--- config.mk ---
export PLATFORM = sky130hd
export DESIGN_NAME = fetch_unit
export DESIGN_NICKNAME = d
export VERILOG_FILES = /design/src/rtl/fetch_unit.sv
export SDC_FILE = /design/constraint.sdc
export NUM_CORES = 1
export LEC_CHECK = 0
export CAP_MARGIN = 15
export CORE_MARGIN = 1
export CORE_UTILIZATION = 47
export CTS_CLUSTER_DIAMETER = 100
export DETAILED_ROUTE_END_ITERATION = 8
export PLACE_DENSITY = 0.82
export SLEW_MARGIN = 0
export SYNTH_ARGS = -nofsm -noshare
export SYNTH_HDL_FRONTEND = slang
export SYNTH_SLANG_ARGS = --single-unit
--- constraint.sdc ---
create_clock -name clk -period 4.8 [get_ports clk]
set_clock_uncertainty 0.15 [all_clocks]
set_input_delay 0.48 -clock clk [delete_from_list [all_inputs] [get_ports clk]]
set_output_delay 0.48 -clock clk [all_outputs]
set_load 0.05 [all_outputs]
--- src/rtl/fetch_unit.sv ---
// ---------------------------------------------------------------------------
// fetch_unit
//
// Instruction fetch front end. Issues requests to instruction memory and hands
// fetched words to the IF/ID pipeline register. A downstream stall parks a
// returned word in a one-entry holding buffer. A redirect, from a branch or an
// exception, drops the word fetched or buffered in that cycle. If a redirect
// arrives while a request is still outstanding, the late response is discarded
// and fetch resumes at the pending target.
//
// Optional build macro:
//   FETCH_BUBBLE_NOP_EN : on every redirect cycle, load IF/ID with an A64 NOP
//                         (if_id_en=1, fetch_valid=0), which flushes it to a
//                         bubble. When undefined, IF/ID keeps its previous
//                         contents on redirect cycles.
//
// Parameters:
//   RESET_PC    : PC value loaded while reset is high.
//
// Ports:
//   clk         : single clock; all state updates on the rising edge
//   reset       : asynchronous, active-high reset
//   stall       : hold request from downstream
//   redirect    : branch/exception redirect request
//   redirect_PC : redirect target (bits [1:0] are forced to zero)
//   imem_req    : instruction-memory request
//   imem_addr   : request address
//   imem_ready  : memory response valid this cycle
//   imem_data   : returned instruction word
//   PC_out      : PC of the delivered instruction (to IF/ID)
//   instr_out   : delivered instruction (to IF/ID)
//   if_id_en    : IF/ID load enable
//   fetch_valid : instr_out is a real fetched instruction
// ---------------------------------------------------------------------------
module fetch_unit #(
  parameter logic [63:0] RESET_PC = 64'h0
) (
  input  logic        clk,
  input  logic        reset,
  input  logic        stall,
  input  logic        redirect,
  input  logic [63:0] redirect_PC,
  output logic        imem_req,
  output logic [63:0] imem_addr,
  input  logic        imem_ready,
  input  logic [31:0] imem_data,
  output logic [63:0] PC_out,
  output logic [31:0] instr_out,
  output logic        if_id_en,
  output logic        fetch_valid
);

  localparam logic [31:0] NOP_INSTR = 32'hD503201F;

  typedef enum logic [1:0] {IDLE, REQ, HOLD, DISCARD} state_t;

  state_t      state, state_nxt;
  logic [63:0] pc, pc_nxt;
  logic [63:0] pending, pending_nxt;
  logic [31:0] buffer, buffer_nxt;
  logic        bubble;

  // Instruction fetch is word aligned, so redirect targets drop their low bits.
  function automatic logic [63:0] align_target(input logic [63:0] addr);
    return {addr[63:2], 2'b00};
  endfunction

  // Sequential PC advance; wraps modulo 2^64.
  function automatic logic [63:0] pc_inc(input logic [63:0] addr);
    return addr + 64'd4;
  endfunction

  always_ff @(posedge clk or posedge reset) begin
    if (reset) begin
      state   <= IDLE;
      pc      <= RESET_PC;
      buffer  <= '0;
      pending <= '0;
    end else begin
      state   <= state_nxt;
      pc      <= pc_nxt;
      buffer  <= buffer_nxt;
      pending <= pending_nxt;
    end
  end

  always_comb begin
    state_nxt   = state;
    pc_nxt      = pc;
    pending_nxt = pending;
    buffer_nxt  = buffer;
    imem_req    = 1'b0;
    // The request address is always the current PC. In DISCARD the PC has
    // not yet moved, so the outstanding address stays stable.
    imem_addr   = pc;
    PC_out      = pc;
    instr_out   = buffer;
    if_id_en    = 1'b0;
    fetch_valid = 1'b0;
    bubble      = 1'b0;

    case (state)
      IDLE: begin
        state_nxt = REQ;
        if (redirect) begin
          bubble = 1'b1;
          pc_nxt = align_target(redirect_PC);
        end
      end

      REQ: begin
        imem_req  = 1'b1;
        instr_out = imem_data;
        if (redirect) begin
          bubble = 1'b1;
          if (imem_ready) begin
            pc_nxt = align_target(redirect_PC);
          end else begin
            // The response is still in flight. Its data must be swallowed
            // before the PC can move.
            pending_nxt = align_target(redirect_PC);
            state_nxt   = DISCARD;
          end
        end else if (imem_ready) begin
          if (stall) begin
            buffer_nxt = imem_data;
            state_nxt  = HOLD;
          end else begin
            if_id_en    = 1'b1;
            fetch_valid = 1'b1;
            pc_nxt      = pc_inc(pc);
          end
        end
      end

      HOLD: begin
        if (redirect) begin
          bubble    = 1'b1;
          pc_nxt    = align_target(redirect_PC);
          state_nxt = REQ;
        end else if (!stall) begin
          if_id_en    = 1'b1;
          fetch_valid = 1'b1;
          pc_nxt      = pc_inc(pc);
          state_nxt   = REQ;
        end
      end

      DISCARD: begin
        imem_req = 1'b1;
        if (redirect) begin
          bubble = 1'b1;
          // The newest redirect wins. If the stale response lands in this
          // same cycle, jump straight to the new target.
          if (imem_ready) begin
            pc_nxt    = align_target(redirect_PC);
            state_nxt = REQ;
          end else begin
            pending_nxt = align_target(redirect_PC);
          end
        end else if (imem_ready) begin
          pc_nxt    = pending;
          state_nxt = REQ;
        end
      end

      default: state_nxt = IDLE;
    endcase

`ifdef FETCH_BUBBLE_NOP_EN
    // Flush IF/ID to a NOP bubble on redirect. This is suppressed while reset
    // is asserted so that outputs keep their reset values.
    if (bubble && !reset) begin
      if_id_en    = 1'b1;
      fetch_valid = 1'b0;
      instr_out   = NOP_INSTR;
    end
`else
    // Without the bubble option, IF/ID keeps its contents on redirect cycles.
    if (bubble) begin
      if_id_en    = 1'b0;
      fetch_valid = 1'b0;
    end
`endif
  end

endmodule
==> images/clock_wires.png <==
Scale bar: 50 um.
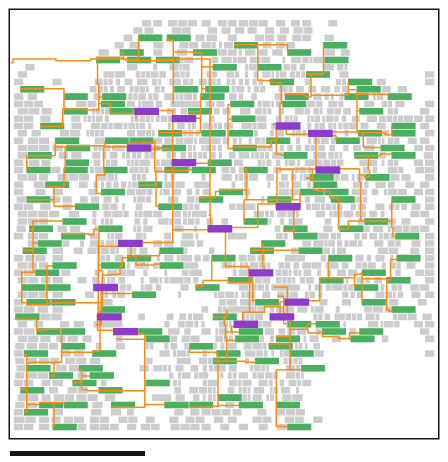
Key: orange = clock wires [length 2280 um]; green = flip-flops [count 160]; purple = clock-net drivers [count 17]
There are 18 routed clock nets. Position of the flops: all over the die.
clock power share: 12.4%
clk ins delay skew pair: 0.43 ns
Clk power: 1490 uW

==> images/clock_nets.png <==
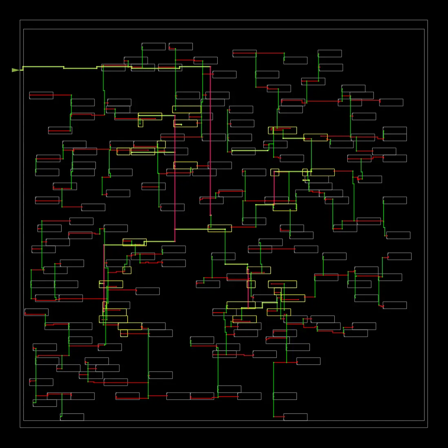
Clock buffer cells: 19
Seq Cell Count: 160
TritonCTS Buffers: 17
CTS Sinks: 160

==> images/class_map.png <==
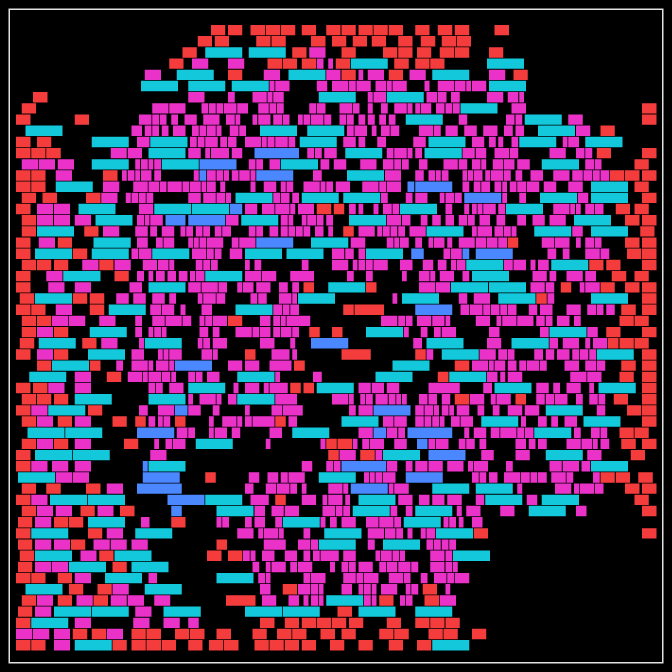
Key: red = remaining buffers and delay cells [cells 289]; magenta = remaining logic cells [cells 941]; cyan = registers [cells 160]; blue = clock drivers and dummy loads [cells 32]
sequential share of cell area: 27.6%
Cell Rows: 56

==> images/ff_map.png <==
Other cells in gray.
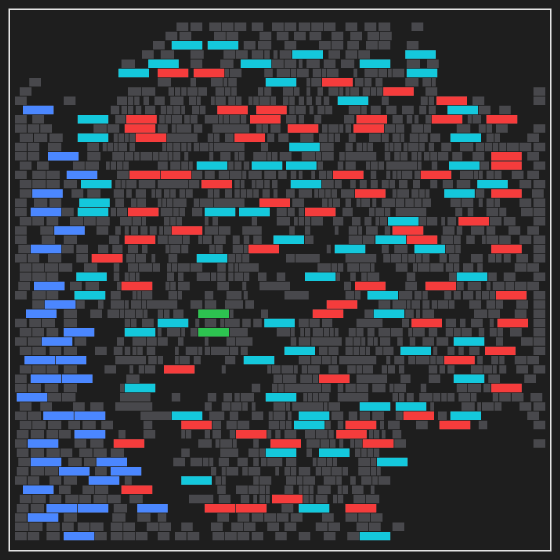
Key: green = `state` [sequential cells 2]; red = `PC_out` [sequential cells 64, where all over the die]; cyan = `pending` [sequential cells 62, where all over the die]; blue = `buffer` [sequential cells 32]
sequential cell power: 2950 uW
fin util: 61.1%

==> images/gates.png <==
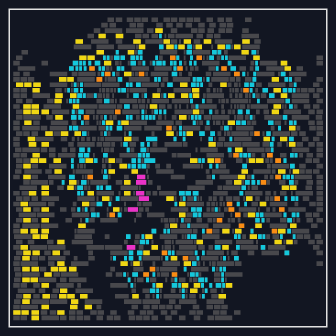
Key: orange = xor and xnor cells [cells 36]; yellow = mux cells [cells 183, where all over the die]; magenta = fa/ha/maj cells [cells 6, where center]; cyan = aoi and oai cells [cells 330]
most used logic cell in the final layout: clkdlybuf4s50_1
Comb/total area: 44.9%
Layout Cells excl Fill: 1741

==> results.json <==
{
  "root_buffer": "clkbuf_16",
  "critPathKind": "reg -> out",
  "numSynthFlops": 160,
  "crit_arrival_ns": 3.10,
  "clk_pin_slew_worst_paths_ns": 0.07,
  "period_used_pct": 77.8,
  "viasPerCell": 6.38,
  "post_cts_buffers": 0,
  "gp_congestion": 0.849,
  "cts-htree-levels": 4,
  "setup.worst_path.start_class": "flip-flop",
  "drv_cap": 0,
  "wl_per_cell_um": 20.7,
  "hold_class": "in -> async",
  "firstDrtPassIters": 6,
  "rsz0062_at_grt": "no",
  "core_area_sq_um": 23800,
  "ir_drop_mv": 0.597,
  "post_dp_cell_area_sq_um": 13900,
  "grt_max_degree": 89,
  "layout.nets": 1516,
  "drtIter0Drc": 1022,
  "chipArea_sq_um": 25100,
  "synth-main-ff-cell": "dfrtp_1",
  "lay_top_cells": "259 x clkdlybuf4s50_1, 160 x dfrtp_1, 129 x mux2_2, 110 x o21ai_0, 88 x a21oi_1",
  "pre_cts_ws_ns": 1.15,
  "grt_pass1_vias": 10730,
  "p_per_area_nw_per_um2": 826,
  "synth.distinct_cells": 62,
  "ys_cells": 1283,
  "drv_slew": 0,
  "outcome": "finished, final reports clean",
  "io_buffers": 261,
  "vias": 11106,
  "cts_max_path_buffers": 2,
  "die_y_um": 159,
  "hold_buffers": 0,
  "p_leak_uw": 0.00565
}
==> registers in the layout, indices dropped and copies added (netlist names) <==
signal,cells
PC_out,64
buffer,32
pending,62
state,2
==> worst max-delay path: stages (launching register included) <==
cell and delay [ns]:
dfrtp_1 0.40, inv_1 0.14, ha_2 0.51, buf_4 0.48, mux2_2 0.42, clkdlybuf4s50_1 0.71
==> kinds of logic (layout without fill, tap and decap cells) <==
logic type / after synthesis / in the layout / synth area share [%]
compound gates: 391 / 391 / 22.2
xor+xnor: 36 / 36 / 2.74
fa+ha+maj: 6 / 6 / 0.652
buf+inv: 209 / 348 / 9.06
flops: 160 / 160 / 34.7
mux: 183 / 183 / 17.3
simple gates: 298 / 298 / 13.3
==> metrics by stage <==
step	std cells	total power (uW)	hold slack, ns
finish	1741	12000	0.227
global route	1741	12600	0.267
CTS	1741	12000	0.231
detailed placement	1709	10500	0.326
global placement	1708	10300	0.313
floorplan	1283	8450	0.301
==> worst paths after layout <==
| check | end | start | cells past startpoint | slack, ns |
|---|---|---|---|---|
| max | instr_out[10] | state[1]$_DFFE_PP0P_ | 5 | 1.07 |
| min reg2reg | pending[10]$_DFFE_PP0P_ | pending[10]$_DFFE_PP0P_ | 2 | 0.34 |
| min | PC_out[9]$_DFFE_PP0P_ | reset | 2 | 0.23 |
| min in group clk | pending[10]$_DFFE_PP0P_ | pending[10]$_DFFE_PP0P_ | 2 | 0.34 |
| max in group asynchronous | PC_out[48]$_DFFE_PP0P_ | reset | 4 | 3.20 |
| max reg2reg | PC_out[61]$_DFFE_PP0P_ | PC_out[9]$_DFFE_PP0P_ | 6 | 1.51 |
==> per-layer routing <==
metal	track usage (%)	up-vias	share of wire (%)
met5	0	-	0.036
met4	12.6	2	2.6
met3	7.05	97	9.6
met2	47.3	643	48
met1	36.2	5393	40
li1	-	4971	-
==> power breakdown <==
part           total (uW)  switching [uW]  internal (uW)
Sequential           2950             905           2040
Combinational        7560            4700           2850
Clock                1490             597            888
==> final cells by class <==
| type | instances | area share (%) |
|---|---|---|
| Clock buffer | 19 | 3.05 |
| Clock inverter | 13 | 1.28 |
| Inverter | 27 | 0.725 |
| Multi-Input combinational cell | 914 | 44.9 |
| Sequential cell | 160 | 27.6 |
| Tap cell | 319 | 2.75 |
| Timing Repair Buffer | 289 | 19.7 |
==> Yosys cell counts (26+ instances only) <==
cell      count  area (sq um)
a21oi_1      89           445
a221o_1      31           310
a221oi_1     35           307
a31oi_1      27           169
buf_4        65           488
clkbuf_1     84           315
dfrtp_1     160          4000
inv_1        26          97.6
mux2_2      129          1450
mux2i_1      54           541
nand2_1      75           282
nand3_1      31           155
nor2_1       63           236
o211ai_1     38           285
o21ai_0     111           556
or3_1        34           213
xnor2_1      29           254
No activity file was given, so power comes from the tool's default toggle rates.
